### Close-up of the layout

Region (171, 171) to (191, 191) um. Cells in gray, sequential cells in the stronger gray; small squares are vias.
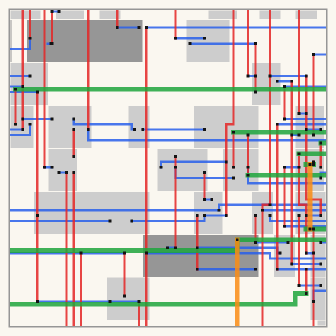
### Cell sizes after repair

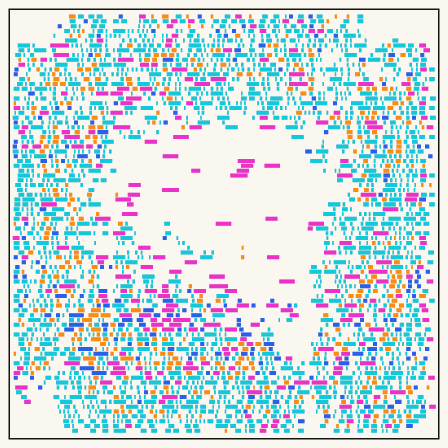
### Cell density map

The die is cut into 24 by 24 equal tiles; white is low, dark blue is high, 0 to 100% covered.
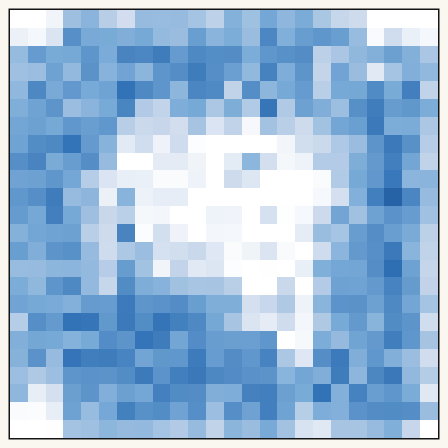
### Pin map

Scale bar: 50 um. Pins as bars across the die edge, other pins in gray.
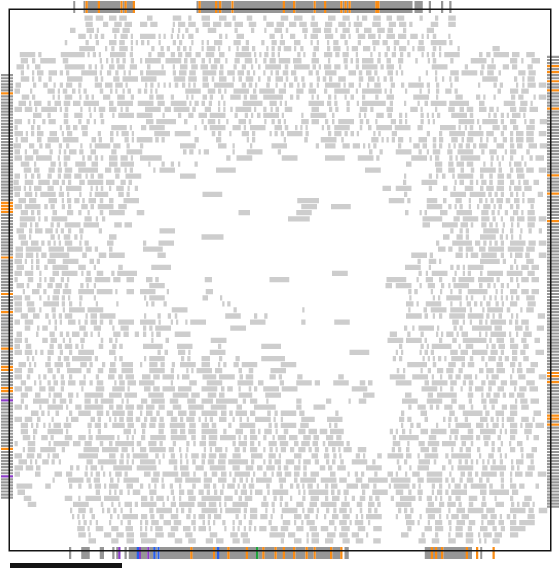
[src/rtl/id_ex_if.sv]
// id_ex_if: bundles the decode-slot inputs, the hazard control, the forwarding
// sources and the EX-slot outputs of the ID/EX pipeline register.
//   master : decode / hazard / later-stage side (drives id_*, stall, flush,
//            exmem_*, memwb_*; observes ex_* and load_use_stall)
//   slave  : the id_ex_stage itself
// Handshake: there is no valid/ready pair. id_valid qualifies the decode slot
// and is loaded whenever the stage is not stalled, flushed or bubbling.
// load_use_stall asks upstream to freeze PC and IF/ID. stall freezes this stage.
interface id_ex_if #(
  parameter int n  = 64,
  parameter int RW = 5
);
  logic          id_valid;
  logic [n-1:0]  id_rd1;
  logic [n-1:0]  id_rd2;
  logic [n-1:0]  id_imm;
  logic [RW-1:0] id_rn;
  logic [RW-1:0] id_rm;
  logic [RW-1:0] id_rd;
  logic          id_alu_src;
  logic [3:0]    id_alu_op;
  logic          id_reg_write;
  logic          id_mem_read;
  logic          id_mem_write;
  logic          id_mem_to_reg;
  logic          id_branch;
  logic          stall;
  logic          flush;
  logic          exmem_reg_write;
  logic [RW-1:0] exmem_rd;
  logic [n-1:0]  exmem_result;
  logic          memwb_reg_write;
  logic [RW-1:0] memwb_rd;
  logic [n-1:0]  memwb_result;
  logic          ex_valid;
  logic [n-1:0]  ex_in1;
  logic [n-1:0]  ex_in2;
  logic [3:0]    ex_operation;
  logic [n-1:0]  ex_store_data;
  logic [RW-1:0] ex_rd;
  logic          ex_reg_write;
  logic          ex_mem_read;
  logic          ex_mem_write;
  logic          ex_mem_to_reg;
  logic          ex_branch;
  logic          load_use_stall;

  modport master (
    output id_valid, id_rd1, id_rd2, id_imm, id_rn, id_rm, id_rd, id_alu_src,
           id_alu_op, id_reg_write, id_mem_read, id_mem_write, id_mem_to_reg,
           id_branch, stall, flush, exmem_reg_write, exmem_rd, exmem_result,
           memwb_reg_write, memwb_rd, memwb_result,
    input  ex_valid, ex_in1, ex_in2, ex_operation, ex_store_data, ex_rd,
           ex_reg_write, ex_mem_read, ex_mem_write, ex_mem_to_reg, ex_branch,
           load_use_stall
  );

  modport slave (
    input  id_valid, id_rd1, id_rd2, id_imm, id_rn, id_rm, id_rd, id_alu_src,
           id_alu_op, id_reg_write, id_mem_read, id_mem_write, id_mem_to_reg,
           id_branch, stall, flush, exmem_reg_write, exmem_rd, exmem_result,
           memwb_reg_write, memwb_rd, memwb_result,
    output ex_valid, ex_in1, ex_in2, ex_operation, ex_store_data, ex_rd,
           ex_reg_write, ex_mem_read, ex_mem_write, ex_mem_to_reg, ex_branch,
           load_use_stall
  );
endinterface

[src/rtl/id_ex_stage.sv]
// id_ex_stage: ID/EX pipeline register feeding the ALU.
//   clk, reset : rising-edge clock, synchronous active-high reset
//   bus        : id_ex_if.slave (decode slot in, hazard control, forwarding
//                sources, ALU operands/control out, load_use_stall out)
// Edge priority: reset > flush > stall (hold) > load-use bubble > load.
// Operands are forwarded from EX/MEM (first) or MEM/WB onto the registered
// rn/rm; register 31 (XZR) is never forwarded. Outputs read 0 when the slot
// is empty.
module id_ex_stage #(
  parameter int n  = 64,
  parameter int RW = 5
) (
  input  logic      clk,
  input  logic      reset,
  id_ex_if.slave    bus
);
  localparam logic [RW-1:0] XZR = {RW{1'b1}};

  typedef struct packed {
    logic          valid;
    logic [n-1:0]  rd1;
    logic [n-1:0]  rd2;
    logic [n-1:0]  imm;
    logic [RW-1:0] rn;
    logic [RW-1:0] rm;
    logic [RW-1:0] rd;
    logic          alu_src;
    logic [3:0]    alu_op;
    logic          reg_write;
    logic          mem_read;
    logic          mem_write;
    logic          mem_to_reg;
    logic          branch;
  } slot_t;

  slot_t         slot_q, slot_d;
  logic          load_use;
  logic [n-1:0]  fwd_a, fwd_b;

  // The dependent instruction in ID reads the loaded register as Rn, or as Rm
  // when Rm is an ALU operand (alu_src=0) or store data (mem_write=1).
  always_comb begin
    load_use = slot_q.valid && slot_q.mem_read && (slot_q.rd != XZR) &&
               bus.id_valid &&
               ((bus.id_rn == slot_q.rd) ||
                ((bus.id_rm == slot_q.rd) && (!bus.id_alu_src || bus.id_mem_write)));
  end

  always_comb begin
    slot_d = slot_q;
    if (bus.flush) begin
      slot_d = '0;
    end else if (bus.stall) begin
      slot_d = slot_q;
    end else if (load_use) begin
      slot_d = '0;
    end else begin
      slot_d.valid      = bus.id_valid;
      slot_d.rd1        = bus.id_rd1;
      slot_d.rd2        = bus.id_rd2;
      slot_d.imm        = bus.id_imm;
      slot_d.rn         = bus.id_rn;
      slot_d.rm         = bus.id_rm;
      slot_d.rd         = bus.id_rd;
      slot_d.alu_src    = bus.id_alu_src;
      slot_d.alu_op     = bus.id_alu_op;
      slot_d.reg_write  = bus.id_reg_write;
      slot_d.mem_read   = bus.id_mem_read;
      slot_d.mem_write  = bus.id_mem_write;
      slot_d.mem_to_reg = bus.id_mem_to_reg;
      slot_d.branch     = bus.id_branch;
    end
  end

  always_ff @(posedge clk) begin
    if (reset) slot_q <= '0;
    else       slot_q <= slot_d;
  end

  // EX/MEM is the younger producer, so it wins over MEM/WB.
  always_comb begin
    fwd_a = slot_q.rd1;
    if (bus.exmem_reg_write && (bus.exmem_rd != XZR) && (bus.exmem_rd == slot_q.rn))
      fwd_a = bus.exmem_result;
    else if (bus.memwb_reg_write && (bus.memwb_rd != XZR) && (bus.memwb_rd == slot_q.rn))
      fwd_a = bus.memwb_result;
  end

  always_comb begin
    fwd_b = slot_q.rd2;
    if (bus.exmem_reg_write && (bus.exmem_rd != XZR) && (bus.exmem_rd == slot_q.rm))
      fwd_b = bus.exmem_result;
    else if (bus.memwb_reg_write && (bus.memwb_rd != XZR) && (bus.memwb_rd == slot_q.rm))
      fwd_b = bus.memwb_result;
  end

  always_comb begin
    bus.ex_valid       = slot_q.valid;
    bus.ex_in1         = '0;
    bus.ex_in2         = '0;
    bus.ex_store_data  = '0;
    bus.ex_operation   = 4'b0000;
    bus.ex_rd          = '0;
    bus.ex_reg_write   = 1'b0;
    bus.ex_mem_read    = 1'b0;
    bus.ex_mem_write   = 1'b0;
    bus.ex_mem_to_reg  = 1'b0;
    bus.ex_branch      = 1'b0;
    if (slot_q.valid) begin
      bus.ex_in1        = fwd_a;
      bus.ex_in2        = slot_q.alu_src ? slot_q.imm : fwd_b;
      bus.ex_store_data = fwd_b;
      bus.ex_operation  = slot_q.alu_op;
      bus.ex_rd         = slot_q.rd;
      bus.ex_reg_write  = slot_q.reg_write;
      bus.ex_mem_read   = slot_q.mem_read;
      bus.ex_mem_write  = slot_q.mem_write;
      bus.ex_mem_to_reg = slot_q.mem_to_reg;
      bus.ex_branch     = slot_q.branch;
    end
    bus.load_use_stall = load_use;
  end
endmodule

[src/flat_wrapper.sv]
// flat-port wrapper written by rule: the top's interface ports become plain ports
module id_ex_stage_flat 
#(
  parameter int n  = 64,
  parameter int RW = 5
)
  (clk, reset, bus_id_valid, bus_id_rd1, bus_id_rd2, bus_id_imm, bus_id_rn, bus_id_rm, bus_id_rd, bus_id_alu_src, bus_id_alu_op, bus_id_reg_write, bus_id_mem_read, bus_id_mem_write, bus_id_mem_to_reg, bus_id_branch, bus_stall, bus_flush, bus_exmem_reg_write, bus_exmem_rd, bus_exmem_result, bus_memwb_reg_write, bus_memwb_rd, bus_memwb_result, bus_ex_valid, bus_ex_in1, bus_ex_in2, bus_ex_operation, bus_ex_store_data, bus_ex_rd, bus_ex_reg_write, bus_ex_mem_read, bus_ex_mem_write, bus_ex_mem_to_reg, bus_ex_branch, bus_load_use_stall);
  id_ex_if #(.n(n), .RW(RW)) bus_i ();
  input  logic clk;
  input  logic reset;
  input wire logic [$bits(bus_i.id_valid)-1:0] bus_id_valid;
  input wire logic [$bits(bus_i.id_rd1)-1:0] bus_id_rd1;
  input wire logic [$bits(bus_i.id_rd2)-1:0] bus_id_rd2;
  input wire logic [$bits(bus_i.id_imm)-1:0] bus_id_imm;
  input wire logic [$bits(bus_i.id_rn)-1:0] bus_id_rn;
  input wire logic [$bits(bus_i.id_rm)-1:0] bus_id_rm;
  input wire logic [$bits(bus_i.id_rd)-1:0] bus_id_rd;
  input wire logic [$bits(bus_i.id_alu_src)-1:0] bus_id_alu_src;
  input wire logic [$bits(bus_i.id_alu_op)-1:0] bus_id_alu_op;
  input wire logic [$bits(bus_i.id_reg_write)-1:0] bus_id_reg_write;
  input wire logic [$bits(bus_i.id_mem_read)-1:0] bus_id_mem_read;
  input wire logic [$bits(bus_i.id_mem_write)-1:0] bus_id_mem_write;
  input wire logic [$bits(bus_i.id_mem_to_reg)-1:0] bus_id_mem_to_reg;
  input wire logic [$bits(bus_i.id_branch)-1:0] bus_id_branch;
  input wire logic [$bits(bus_i.stall)-1:0] bus_stall;
  input wire logic [$bits(bus_i.flush)-1:0] bus_flush;
  input wire logic [$bits(bus_i.exmem_reg_write)-1:0] bus_exmem_reg_write;
  input wire logic [$bits(bus_i.exmem_rd)-1:0] bus_exmem_rd;
  input wire logic [$bits(bus_i.exmem_result)-1:0] bus_exmem_result;
  input wire logic [$bits(bus_i.memwb_reg_write)-1:0] bus_memwb_reg_write;
  input wire logic [$bits(bus_i.memwb_rd)-1:0] bus_memwb_rd;
  input wire logic [$bits(bus_i.memwb_result)-1:0] bus_memwb_result;
  output wire logic [$bits(bus_i.ex_valid)-1:0] bus_ex_valid;
  output wire logic [$bits(bus_i.ex_in1)-1:0] bus_ex_in1;
  output wire logic [$bits(bus_i.ex_in2)-1:0] bus_ex_in2;
  output wire logic [$bits(bus_i.ex_operation)-1:0] bus_ex_operation;
  output wire logic [$bits(bus_i.ex_store_data)-1:0] bus_ex_store_data;
  output wire logic [$bits(bus_i.ex_rd)-1:0] bus_ex_rd;
  output wire logic [$bits(bus_i.ex_reg_write)-1:0] bus_ex_reg_write;
  output wire logic [$bits(bus_i.ex_mem_read)-1:0] bus_ex_mem_read;
  output wire logic [$bits(bus_i.ex_mem_write)-1:0] bus_ex_mem_write;
  output wire logic [$bits(bus_i.ex_mem_to_reg)-1:0] bus_ex_mem_to_reg;
  output wire logic [$bits(bus_i.ex_branch)-1:0] bus_ex_branch;
  output wire logic [$bits(bus_i.load_use_stall)-1:0] bus_load_use_stall;
  assign bus_i.id_valid = bus_id_valid;
  assign bus_i.id_rd1 = bus_id_rd1;
  assign bus_i.id_rd2 = bus_id_rd2;
  assign bus_i.id_imm = bus_id_imm;
  assign bus_i.id_rn = bus_id_rn;
  assign bus_i.id_rm = bus_id_rm;
  assign bus_i.id_rd = bus_id_rd;
  assign bus_i.id_alu_src = bus_id_alu_src;
  assign bus_i.id_alu_op = bus_id_alu_op;
  assign bus_i.id_reg_write = bus_id_reg_write;
  assign bus_i.id_mem_read = bus_id_mem_read;
  assign bus_i.id_mem_write = bus_id_mem_write;
  assign bus_i.id_mem_to_reg = bus_id_mem_to_reg;
  assign bus_i.id_branch = bus_id_branch;
  assign bus_i.stall = bus_stall;
  assign bus_i.flush = bus_flush;
  assign bus_i.exmem_reg_write = bus_exmem_reg_write;
  assign bus_i.exmem_rd = bus_exmem_rd;
  assign bus_i.exmem_result = bus_exmem_result;
  assign bus_i.memwb_reg_write = bus_memwb_reg_write;
  assign bus_i.memwb_rd = bus_memwb_rd;
  assign bus_i.memwb_result = bus_memwb_result;
  assign bus_ex_valid = bus_i.ex_valid;
  assign bus_ex_in1 = bus_i.ex_in1;
  assign bus_ex_in2 = bus_i.ex_in2;
  assign bus_ex_operation = bus_i.ex_operation;
  assign bus_ex_store_data = bus_i.ex_store_data;
  assign bus_ex_rd = bus_i.ex_rd;
  assign bus_ex_reg_write = bus_i.ex_reg_write;
  assign bus_ex_mem_read = bus_i.ex_mem_read;
  assign bus_ex_mem_write = bus_i.ex_mem_write;
  assign bus_ex_mem_to_reg = bus_i.ex_mem_to_reg;
  assign bus_ex_branch = bus_i.ex_branch;
  assign bus_load_use_stall = bus_i.load_use_stall;
  id_ex_stage #(.n(n), .RW(RW)) u_core (.clk(clk), .reset(reset), .bus(bus_i));
endmodule
[config.mk]
export PLATFORM = sky130hd
export DESIGN_NAME = id_ex_stage_flat
export DESIGN_NICKNAME = d
export VERILOG_FILES = /design/src/rtl/id_ex_if.sv /design/src/rtl/id_ex_stage.sv /design/src/flat_wrapper.sv
export SDC_FILE = /design/constraint.sdc
export NUM_CORES = 1
export LEC_CHECK = 0
export ABC_AREA = 1
export ABC_CLOCK_PERIOD_IN_PS = 2500
export CAP_MARGIN = 20
export CELL_PAD_IN_SITES_DETAIL_PLACEMENT = 1
export CELL_PAD_IN_SITES_GLOBAL_PLACEMENT = 1
export CORE_MARGIN = 1
export CORE_UTILIZATION = 25
export DETAILED_ROUTE_END_ITERATION = 12
export GPL_TIMING_DRIVEN = 1
export PLACE_DENSITY = 0.76
export SLEW_MARGIN = 25
export SYNTH_ARGS = -nofsm -noshare
export SYNTH_HDL_FRONTEND = slang
export SYNTH_SLANG_ARGS = --single-unit
[constraint.sdc]
create_clock -name clk -period 2.5 [get_ports clk]
set_input_delay 0.5 -clock clk [delete_from_list [all_inputs] [get_ports clk]]
set_output_delay 0.5 -clock clk [all_outputs]
set_load 0.02 [all_outputs]
==> out/metrics.cfg <==
[setup_path]
worstSetupPathDepth = 11
cp.required_ps = 2000
crit_path_start_kind = flip-flop
cp_cell_sequence = inv_2 -> nand2_1 -> nand2_1 -> nand3_2 -> nor2_4 -> nand2_4 -> buf_12 -> nand2_1 -> nand3_2 -> a21oi_1 -> dlygate4sd2_1
crit_family = simple AND/OR/NAND/NOR gates
crit_type = flip-flop to primary output
critPathBufInv = 3
crit_end = bus_ex_store_data[35]
r2r-start = u_core.bus.ex_valid$_SDFFE_PP0N_
cp_max_fo = 31
critPathLaunch = u_core.slot_q[16]$_SDFFE_PP0N_
cp.arrival_ps = 2530
r2r_cells = 8
cpMaxStageDelayCell = dfxtp_4
r2r-end = u_core.slot_q[110]$_SDFFE_PP0N_
cp_common_cell = nand2_1
cpPeakStageDelay_ps = 370
crit_path_end_kind = primary output

[hold_path]
holdPathEnd = u_core.slot_q[74]$_SDFFE_PP0N_
hp-class = input pin to flip-flop
hold_start = bus_id_imm[49]

[layout]
seq_area_um2 = 4390
sh_comb_area_pct = 37.5
final_nets = 3214
fillers = 6897
sh_seq_area_pct = 17.8
buffer_area_share_pct = 32.4
clock_buffers = 37
syn2layout_area_growth_pct = 71.6
flops = 218
final_cell_mix = clkdlybuf4s50_1, nand2_1, o21ai_0, inv_1, dfxtp_1
drive_gt1_share_pct = 28.5
logic_area_um2 = 9230
antenna_cells = 10
inverters = 285

[synth]
yosys.area_share.simple_pct = 26.3
synthTopCellsByArea = dfxtp_1, o21ai_0, nand2_1
ys_seq_elements = 218
syn_area_per_cell_um2 = 6.29
synth_dominant_cell_count = nand2_1
logic_family = AND-OR/OR-AND gates
largest_area_cell = dfxtp_1
yosys_area_um2 = 14400
syn_nets = 2646
ys_sh_mux_pct = 0
synth_top_area_share_pct = 30.4
syn_area_um2 = 14400
synthCells = 2284
yosysWarnings = 0
ys_sh_adder_pct = 0
postSynthSeqShare_pct = 30.4
async_flop_share_pct = 0
common_cells = nand2_1, o21ai_0, inv_1
yosys_cells = 2284
flop_cell = dfxtp_1
xor_share_pct = 1.46
ys_types = 26
compound_area_share_pct = 26.7

[power]
clkPwrFrac_pct = 42.0
swShare_pct = 30.2
pwr-share-comb_pct = 22.9
seq_power_share_pct = 35.1
finalPower_mw = 10.6
max-vdd-ir-drop_v = 0.000500
intPower_mw = 7.43
power_density_nw_per_um2 = 432

[clocking]
ctsRootBufferMaster = clkbuf_16
path_clk_slew_ps = 60
cts_tree = yes
cts_buffer_depth = 3
h-tree-depth = 1
insertion_delay_ps = 580
cts_inserted_buffers = 29
ctsHoldBuffers = 0
post-cts-setup-buffers = 16
cts.sink_count = 218
cts.repair.resized = 749

[sta]
min_period_ps = 3030
maxSlewHeadroom_pct = 62.0
skew_ps = 30.0
hold_viol_final = 0
rsz0062_at_grt = yes
slew_viol_final = 0
setup_viol = 197
fin_crit_sh_pct = 121
holdWs_ps = 464
fmax_mhz = 330
setup_ws_ps = -527

[drt]
route.detailed.drc = 0
route.met2.wl_um = 39600
vias = 18800
antenna_left = 0
drt-vias-per-instance = 5.16
dr.pass1.iters = 5
routed.top_layer = met5
totalWireLength_um = 81800
dr_wl_met3_um = 5500
wl_met1_um = 32800

[floorplan]
nWellTaps = 756
chip_area_um2 = 58400
io_pins = 570
rows = 87

[global_routing]
grt-busiest-layer = met2
grt_pass1_wl_um = 114000
antenna_found_initial = 19
met1_usage_pct = 29.7
grt_pass1_vias = 19200
grt_usage_pct = 24.9
use_met3_pct = 5.36
grt_start_max_net_pins = 110

[placement]
gp_congestion = 0.931
dpl.hpwl_um = 54800
place_ws_ps = -1030

[flow_run]
drv_cap = 0
warnings = 34

[run_status]
failed_checks = negative setup slack
run_status = finished with violations

Back to the opening pictures, 'Close-up of the layout':
layer	color
M4	orange
M3	green
M2	red
M1	blue
sequential cells in the window	2
most frequent	o21ai_0 (3), buf_4 (3)
netlist names of flops here include	`u_core.slot_q` (2)
cells with their middle in the window	20

Back to the opening pictures, 'Cell sizes after repair':
size	color	cells	share
x6 and larger	magenta	231	8.0%
x2	orange	388	13%
x1 and smaller	cyan	2056	72%
x3 and x4	blue	200	7.0%
Plain + repair buffers: 744
final worst slack: -527 ps

Back to the opening pictures, 'Cell density map':
tiles over 75% full	0.20%
mean over tiles	41%
emptiest ninth of the die	middle
FP Core Util: 25.4%
core area: 56600 um^2
Finished Core Util: 43.5%

Back to the opening pictures, 'Pin map':
port	color	pins	direction	edge
`bus_ex_operation`	blue	4	output	bottom
`bus_memwb_rd`	purple	5	input	3 bottom, 2 left
`bus_id_mem_to_reg`	green	1	input	bottom
`bus_memwb_result`	orange	64	input	18 bottom, 18 top, 14 right, 14 left
all pins by edge	149 right, 143 bottom, 140 left, 138 top
Port Buf Inserts: 569
die width: 242 um
Die Height: 242 um

==> state kept, by name, indices dropped and copies added (netlist names) <==
signal,flops
u_core.slot_q,217
u_core.bus.ex_valid,1
==> power by group through the flow <==
stage                     Combinational, mW  Sequential (mW)  Clock, mW
after global placement                 2.10             3.78          0
after floorplan                       0.928             3.76          0
after CTS                              2.19             3.72       4.57
final                                  2.44             3.73       4.47
after global routing                   2.59             3.74       4.68
after detailed placement               2.13             3.79          0
==> per-stage QoR <==
| stage | std cells | area, um^2 | setup TNS [ps] |
|---|---|---|---|
| finish | 3641 | 24600 | -70900 |
| global route | 3640 | 24600 | -91600 |
| CTS | 3591 | 22700 | -87480 |
| detailed placement | 3517 | 21400 | -168270 |
| global placement | 3517 | 21400 | -162910 |
| floorplan | 2284 | 14400 | 0 |
Power figures rest on the tool's default switching activity, not on a simulated workload.
